<file path="src/rtl/sudoku_pkg.sv">
// Shared constants and types for the Sudoku cell-store reader.
package sudoku_pkg;
  localparam int N      = 9;
  localparam int CELL_W = 4;

  typedef enum logic [1:0] {
    MODE_BOARD = 2'd0,
    MODE_ROW   = 2'd1,
    MODE_COL   = 2'd2,
    MODE_BOX   = 2'd3
  } mode_e;

  typedef enum logic [1:0] {
    S_IDLE  = 2'd0,
    S_RUN   = 2'd1,
    S_DRAIN = 2'd2
  } state_e;

  typedef struct packed {
    logic [CELL_W-1:0] value;
    logic [3:0]        row;
    logic [3:0]        col;
    logic              last;
  } cell_t;

  // Top-left row of box s, i.e. 3*(s/3), as a lookup instead of a divider.
  function automatic logic [3:0] box_row0(input logic [3:0] s);
    case (s)
      4'd0, 4'd1, 4'd2: box_row0 = 4'd0;
      4'd3, 4'd4, 4'd5: box_row0 = 4'd3;
      default:          box_row0 = 4'd6;
    endcase
  endfunction

  // Top-left column of box s, i.e. 3*(s%3).
  function automatic logic [3:0] box_col0(input logic [3:0] s);
    case (s)
      4'd0, 4'd3, 4'd6: box_col0 = 4'd0;
      4'd1, 4'd4, 4'd7: box_col0 = 4'd3;
      default:          box_col0 = 4'd6;
    endcase
  endfunction
endpackage

</file>
<file path="src/rtl/sudoku_cell_fifo.sv">
// Two-entry cell FIFO; absorbs the store's read latency and back-pressure.
module sudoku_cell_fifo
  import sudoku_pkg::*;
(
  input  logic       clk,
  input  logic       rst,
  input  logic       push,
  input  cell_t      wdata,
  input  logic       pop,
  output cell_t      rdata,
  output logic [1:0] count
);
  cell_t [1:0] mem;
  logic        wr_ptr, rd_ptr;
  logic        do_push, do_pop;

  assign do_pop  = pop && (count != 2'd0);
  // A push onto a full FIFO is accepted when the head leaves in the same cycle.
  assign do_push = push && ((count != 2'd2) || do_pop);
  assign rdata   = mem[rd_ptr];

  always_ff @(posedge clk or posedge rst) begin
    if (rst) begin
      mem    <= '0;
      wr_ptr <= 1'b0;
      rd_ptr <= 1'b0;
      count  <= 2'd0;
    end else begin
      if (do_push) begin
        mem[wr_ptr] <= wdata;
        wr_ptr      <= ~wr_ptr;
      end
      if (do_pop) rd_ptr <= ~rd_ptr;
      case ({do_push, do_pop})
        2'b10:   count <= count + 2'd1;
        2'b01:   count <= count - 2'd1;
        default: count <= count;
      endcase
    end
  end
endmodule

</file>
<file path="src/rtl/sudoku_board_reader.sv">
// Walks the 9x9 cell store (board, row, column or box) and streams cells out.
module sudoku_board_reader
  import sudoku_pkg::*;
(
  input  logic              clk,
  input  logic              rst,
  input  logic              start,
  input  logic [1:0]        mode,
  input  logic [3:0]        sel,
  output logic              rd_en,
  output logic [3:0]        rd_row,
  output logic [3:0]        rd_col,
  input  logic [CELL_W-1:0] rd_data,
  output logic              out_valid,
  input  logic              out_ready,
  output logic [CELL_W-1:0] out_data,
  output logic [3:0]        out_row,
  output logic [3:0]        out_col,
  output logic              out_last,
  output logic              busy,
  output logic              done,
  output logic              err
);
  state_e     state, state_nxt;
  mode_e      mode_q;
  logic [3:0] col_lo;
  logic [6:0] idx, last_idx;
  logic       inflight;
  logic [3:0] pend_row, pend_col;
  logic       pend_last;
  cell_t      head, wcell;
  logic [1:0] fifo_cnt;
  logic       accept, bad_sel, pop, last_rd;

  assign accept  = (state == S_IDLE) && start;
  assign bad_sel = (mode != 2'd0) && (sel > 4'd8);
  assign pop     = out_valid && out_ready;
  assign last_rd = rd_en && (idx == last_idx);

  always_ff @(posedge clk or posedge rst) begin
    if (rst) state <= S_IDLE;
    else     state <= state_nxt;
  end

  always_comb begin
    state_nxt = state;
    case (state)
      S_IDLE:  if (accept && !bad_sel) state_nxt = S_RUN;
      S_RUN:   if (last_rd) state_nxt = S_DRAIN;
      S_DRAIN: if (pop && head.last) state_nxt = S_IDLE;
      default: state_nxt = S_IDLE;
    endcase
  end

  // Never let buffered plus in-flight cells exceed the two FIFO slots.
  always_comb begin
    busy  = (state != S_IDLE);
    rd_en = 1'b0;
    if (state == S_RUN)
      rd_en = ({1'b0, fifo_cnt} + {2'b00, inflight}) < (3'd2 + {2'b00, pop});
  end

  always_ff @(posedge clk or posedge rst) begin
    if (rst) begin
      mode_q    <= MODE_BOARD;
      col_lo    <= 4'd0;
      idx       <= 7'd0;
      last_idx  <= 7'd0;
      rd_row    <= 4'd0;
      rd_col    <= 4'd0;
      inflight  <= 1'b0;
      pend_row  <= 4'd0;
      pend_col  <= 4'd0;
      pend_last <= 1'b0;
      err       <= 1'b0;
      done      <= 1'b0;
    end else begin
      done     <= (accept && bad_sel) || ((state == S_DRAIN) && pop && head.last);
      inflight <= rd_en;
      if (rd_en) begin
        pend_row  <= rd_row;
        pend_col  <= rd_col;
        pend_last <= (idx == last_idx);
      end
      if (accept) begin
        mode_q   <= mode_e'(mode);
        idx      <= 7'd0;
        last_idx <= (mode == 2'd0) ? 7'd80 : 7'd8;
        err      <= bad_sel;
        if (!bad_sel) begin
          case (mode_e'(mode))
            MODE_BOARD: begin rd_row <= 4'd0;          rd_col <= 4'd0;          end
            MODE_ROW:   begin rd_row <= sel;           rd_col <= 4'd0;          end
            MODE_COL:   begin rd_row <= 4'd0;          rd_col <= sel;           end
            default:    begin rd_row <= box_row0(sel); rd_col <= box_col0(sel); end
          endcase
          col_lo <= box_col0(sel);
        end
      end else begin
        if (inflight && (rd_data > CELL_W'(9))) err <= 1'b1;
        if (rd_en) begin
          idx <= idx + 7'd1;
          case (mode_q)
            MODE_BOARD:
              if (rd_col == 4'd8) begin rd_col <= 4'd0; rd_row <= rd_row + 4'd1; end
              else rd_col <= rd_col + 4'd1;
            MODE_ROW: rd_col <= rd_col + 4'd1;
            MODE_COL: rd_row <= rd_row + 4'd1;
            default:
              if (rd_col == col_lo + 4'd2) begin rd_col <= col_lo; rd_row <= rd_row + 4'd1; end
              else rd_col <= rd_col + 4'd1;
          endcase
        end
      end
    end
  end

  assign wcell = '{value: rd_data, row: pend_row, col: pend_col, last: pend_last};

  sudoku_cell_fifo u_fifo (
    .clk   (clk),
    .rst   (rst),
    .push  (inflight),
    .wdata (wcell),
    .pop   (pop),
    .rdata (head),
    .count (fifo_cnt)
  );

  assign out_valid = (fifo_cnt != 2'd0);
  assign out_data  = head.value;
  assign out_row   = head.row;
  assign out_col   = head.col;
  assign out_last  = head.last;
endmodule
</file>
<file path="config.mk">
export PLATFORM = sky130hd
export DESIGN_NAME = sudoku_board_reader
export DESIGN_NICKNAME = d
export VERILOG_FILES = /design/src/rtl/sudoku_pkg.sv /design/src/rtl/sudoku_cell_fifo.sv /design/src/rtl/sudoku_board_reader.sv
export SDC_FILE = /design/constraint.sdc
export NUM_CORES = 1
export LEC_CHECK = 0
export CAP_MARGIN = 40
export CORE_ASPECT_RATIO = 1.25
export CORE_MARGIN = 5
export CORE_UTILIZATION = 45
export CTS_CLUSTER_SIZE = 30
export DETAILED_ROUTE_END_ITERATION = 16
export HOLD_SLACK_MARGIN = 0.05
export PLACE_DENSITY = 0.66
export RECOVER_POWER = 100
export SYNTH_ARGS = -nofsm -noshare
export SYNTH_HDL_FRONTEND = slang
export SYNTH_SLANG_ARGS = --single-unit
</file>
<file path="constraint.sdc">
create_clock -name clk -period 4 [get_ports clk]
set_input_delay 0.8 -clock clk [delete_from_list [all_inputs] [get_ports clk]]
set_output_delay 0.8 -clock clk [all_outputs]
set_load 0.1 [all_outputs]
</file>
==> flow_metrics.py <==
# Metrics from the implementation run
metrics = {
    "status": {
        "status": "complete, but fails checks",
        "violations": "max-capacitance violations, max-slew violations",
    },
    "timing": {
        "slew_headroom_pct": -2.09,
        "tns_ps": 0,
        "holdWs_ps": 502,
        "fin_crit_ps": 3360,
        "setup_viol": 0,
        "worst_pin_slew_ps": 1530,
        "fin_skew_ps": 9.40,
        "finalClockPeriodUsage_pct": 84.0,
        "max_freq_mhz": 298,
        "final_max_slew_viol_count": 30,
        "finalHoldViolations": 0,
        "rsz0062_at_grt": "no",
    },
    "critical_path": {
        "r2r_slack_ps": 1110,
        "crit_required_ps": 3200,
        "critPathMaxFanout": 8,
        "worstSetupStartpoint": "out_ready",
        "worst-setup-path-type": "in2out",
        "crit_path_end_kind": "output port",
        "start_kind": "input pin",
        "crit_arrival_ps": 2560,
        "rr_startpoint": "u_fifo.count[0]",
    },
    "route": {
        "top_layer_used": "met5",
        "firstDrtPassIters": 5,
        "dr_wl_met3_um": 285,
        "antenna_left": 0,
        "post-route-drc-count": 0,
        "drt_iter0_drc": 62,
        "wl_met1_mm": 3.27,
        "wl_met2_mm": 3.59,
        "via_per_inst": 5.34,
    },
    "cts": {
        "cts-root-buf": "clkbuf_8",
        "post_cts_buffers": 0,
        "path_clk_slew_ps": 70,
        "cts_resized": 0,
        "insertion_delay_ps": 330,
        "cts_max_path_buffers": 2,
        "cts.htree.levels": 3,
        "cts_tree": "done",
        "ctsHoldBuffers": 0,
        "cts.sinks": 66,
        "cts_buffers": 9,
    },
    "yosys": {
        "postSynthCellCount": 310,
        "mux_share_pct": 16.5,
        "adder_share_pct": 3.24,
        "ys_types": 53,
        "ys_sh_simple_pct": 12.0,
        "aoi_share_pct": 11.5,
        "ys.flops": 66,
        "yosys-stat-area_mm2": 0.00347,
        "syn_area_mm2": 0.00347,
        "synth_nets": 333,
        "xor_share_pct": 5.04,
        "edf_count": 0,
        "yosysWarnings": 0,
        "top_logic_kind": "multiplexers",
        "ys_seq_share_pct": 47.6,
        "ys_cells": 310,
        "synth.avg_cell_area_um2": 11.2,
        "synthArstFlopShare_pct": 100,
        "ff_type": "dfrtp_1",
    },
    "grt": {
        "grt_pass1_vias": 2661,
        "grt_pass1_wl_mm": 12.9,
        "antenna_found_initial": 1,
        "grt_start_max_net_pins": 30,
        "met2_usage_pct": 29.0,
        "overflow": 0,
    },
    "floorplanning": {
        "core_area_mm2": 0.00744,
        "ioPinCount": 40,
        "die_h_um": 108,
        "die_area_mm2": 0.00959,
        "fp-row-count": 35,
        "chipWidth_um": 88.6,
        "initCoreUtil_pct": 46.7,
    },
    "placement": {
        "hpwl_mm": 5.31,
        "placed_cells": 445,
        "gp_congestion": 0.827,
        "place_area_mm2": 0.00411,
        "port_buffers": 39,
    },
    "finish": {
        "flop_area_mm2": 0.00165,
        "lay_top_count": "dfrtp_1",
        "postLayoutCellArea_mm2": 0.00412,
        "area_growth_pct": 18.6,
        "combGateArea_mm2": 0.00164,
        "fillers": 679,
        "nNetsFinal": 387,
        "diodes": 0,
        "final_cell_mix": "dfrtp_1 (66), mux2_2 (46), clkbuf_1 (25)",
        "drive_above_1_share_pct": 21.7,
        "fin_cells": 461,
    },
    "hold_path": {
        "hp-class": "reg2reg",
        "min-delay-start": "pend_last",
    },
    "job": {
        "warnings": 28,
        "drv_cap": 1,
    },
}
## cells by family (layout without fill, tap and decap cells)
family                     after synthesis  in the layout
and+or+nand+nor                         77             77
DFF                                     66             66
AOI/OAI and AO/OA                       57             57
muxes                                   51             51
buffers and inverters                   30             89
xor gates and xnor gates                20             20
adders and majority gates                9              9
## worst paths after layout
kind                                   end  cells past startpoint
max in group asynchronous   u_fifo.mem[13]                      3
min in group asynchronous  u_fifo.count[0]                      2
setup reg to reg                 rd_row[3]                      7
hold / removal                   pend_last                      1
hold reg to reg                  pend_last                      1
setup / recovery                     rd_en                      6
## critical path, stage by stage
cell	delay [ps]
dlygate4sd3_1	550
o21ai_0	190
o21ai_2	380
nand2_2	90
inv_1	90
clkbuf_2	460
## cell type report
cell class,count,area share (%)
sequential,66,40.1
inverter,16,1.46
clock inverter,4,1.21
tap,92,2.79
timing repair buffer,57,10.9
multi-input combinational,214,39.8
clock buffer,12,3.77
## Yosys cell counts, drive strengths merged (7+ instances only)
master	number	area [um^2]
dfrtp	66	1650
mux2	49	552
nand2	19	73.8
nor2	17	63.8
inv	16	60.1
o21ai	16	98.9
a21oi	11	55.1
xnor2	10	87.6
xor2	10	87.6
ha	9	113
buf	7	37.5
clkbuf	7	47.5
nand3	7	35.0
## flip-flops by register name, indices dropped and copies added, names as in the netlist, 3 cells and up
| signal | flops |
|---|---|
| col_lo | 3 |
| pend_row | 4 |
| pend_col | 4 |
| rd_row | 4 |
| rd_col | 4 |
| idx | 7 |
| u_fifo.mem | 26 |
## through the flow
stage	util [%]	setup slack, ps
finish	55.3	642
global placement	52.6	1020
global route	55.3	552
floorplan	-	1030
detailed placement	55.2	987
CTS	57.9	977
met1.png
The bar under the picture is 20 um long.
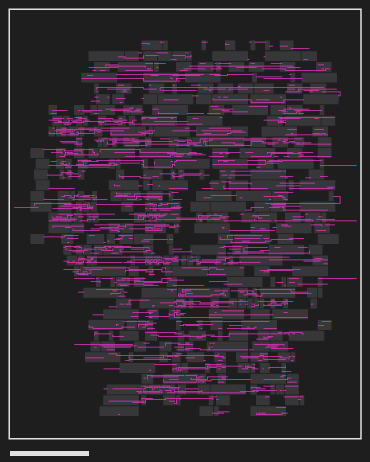
main direction: horizontal
nets with wire on the layer: 348
share of all routed wire: 45%
longest straight run: 29.0 um
GR Util met1: 21.7%
WL final: 7.30 mm
vias: 2462

metal_stack.png
The bar under the picture is 20 um long. Only two layers are drawn.
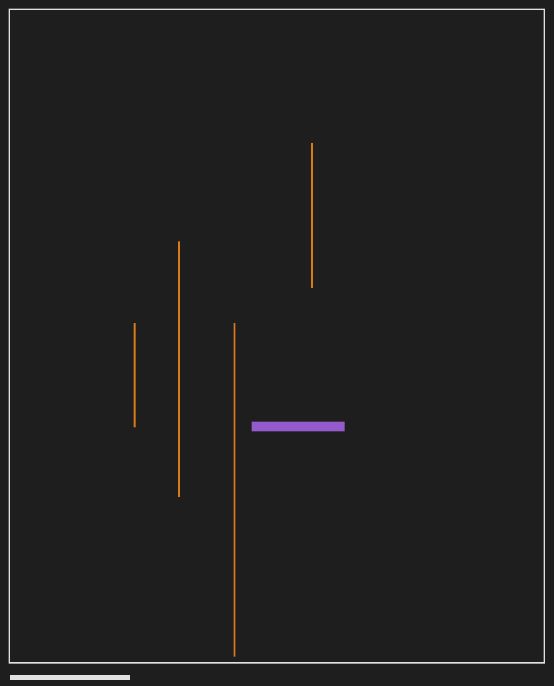
| layer | color | wire length |
|---|---|---|
| met4 | orange | 138 um |
| met5 | purple | 13.8 um |
DR WL/cell: 15.8 um
GRT Overall Usage: 17.4%

final_congestion.png
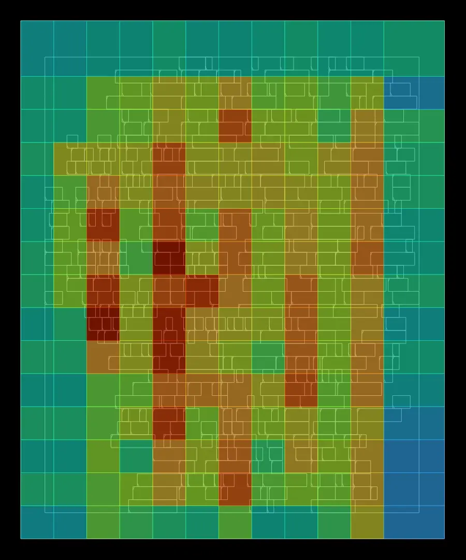
busiest grt layer: met2
met3 global-route usage: 2.90%
Final Core Density: 55.3%

zoom.png
The bar under the picture is 5 um long. Region (56, 71) to (76, 91) um. Cells in gray, sequential cells in the stronger gray; small squares are vias.
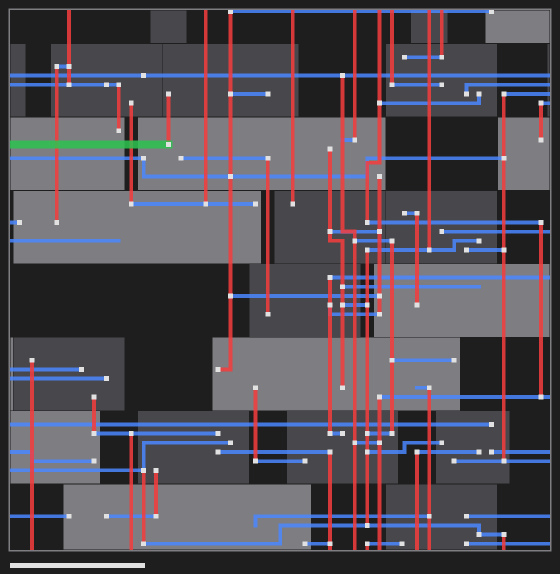
| layer | color |
|---|---|
| met2 | red |
| met3 | green |
| met1 | blue |
netlist names of flops here include: u_fifo.mem (5)
cells with their middle in the window: 16
most frequent: mux2_2 (9), dfrtp_1 (5)
sequential cells in the window: 5

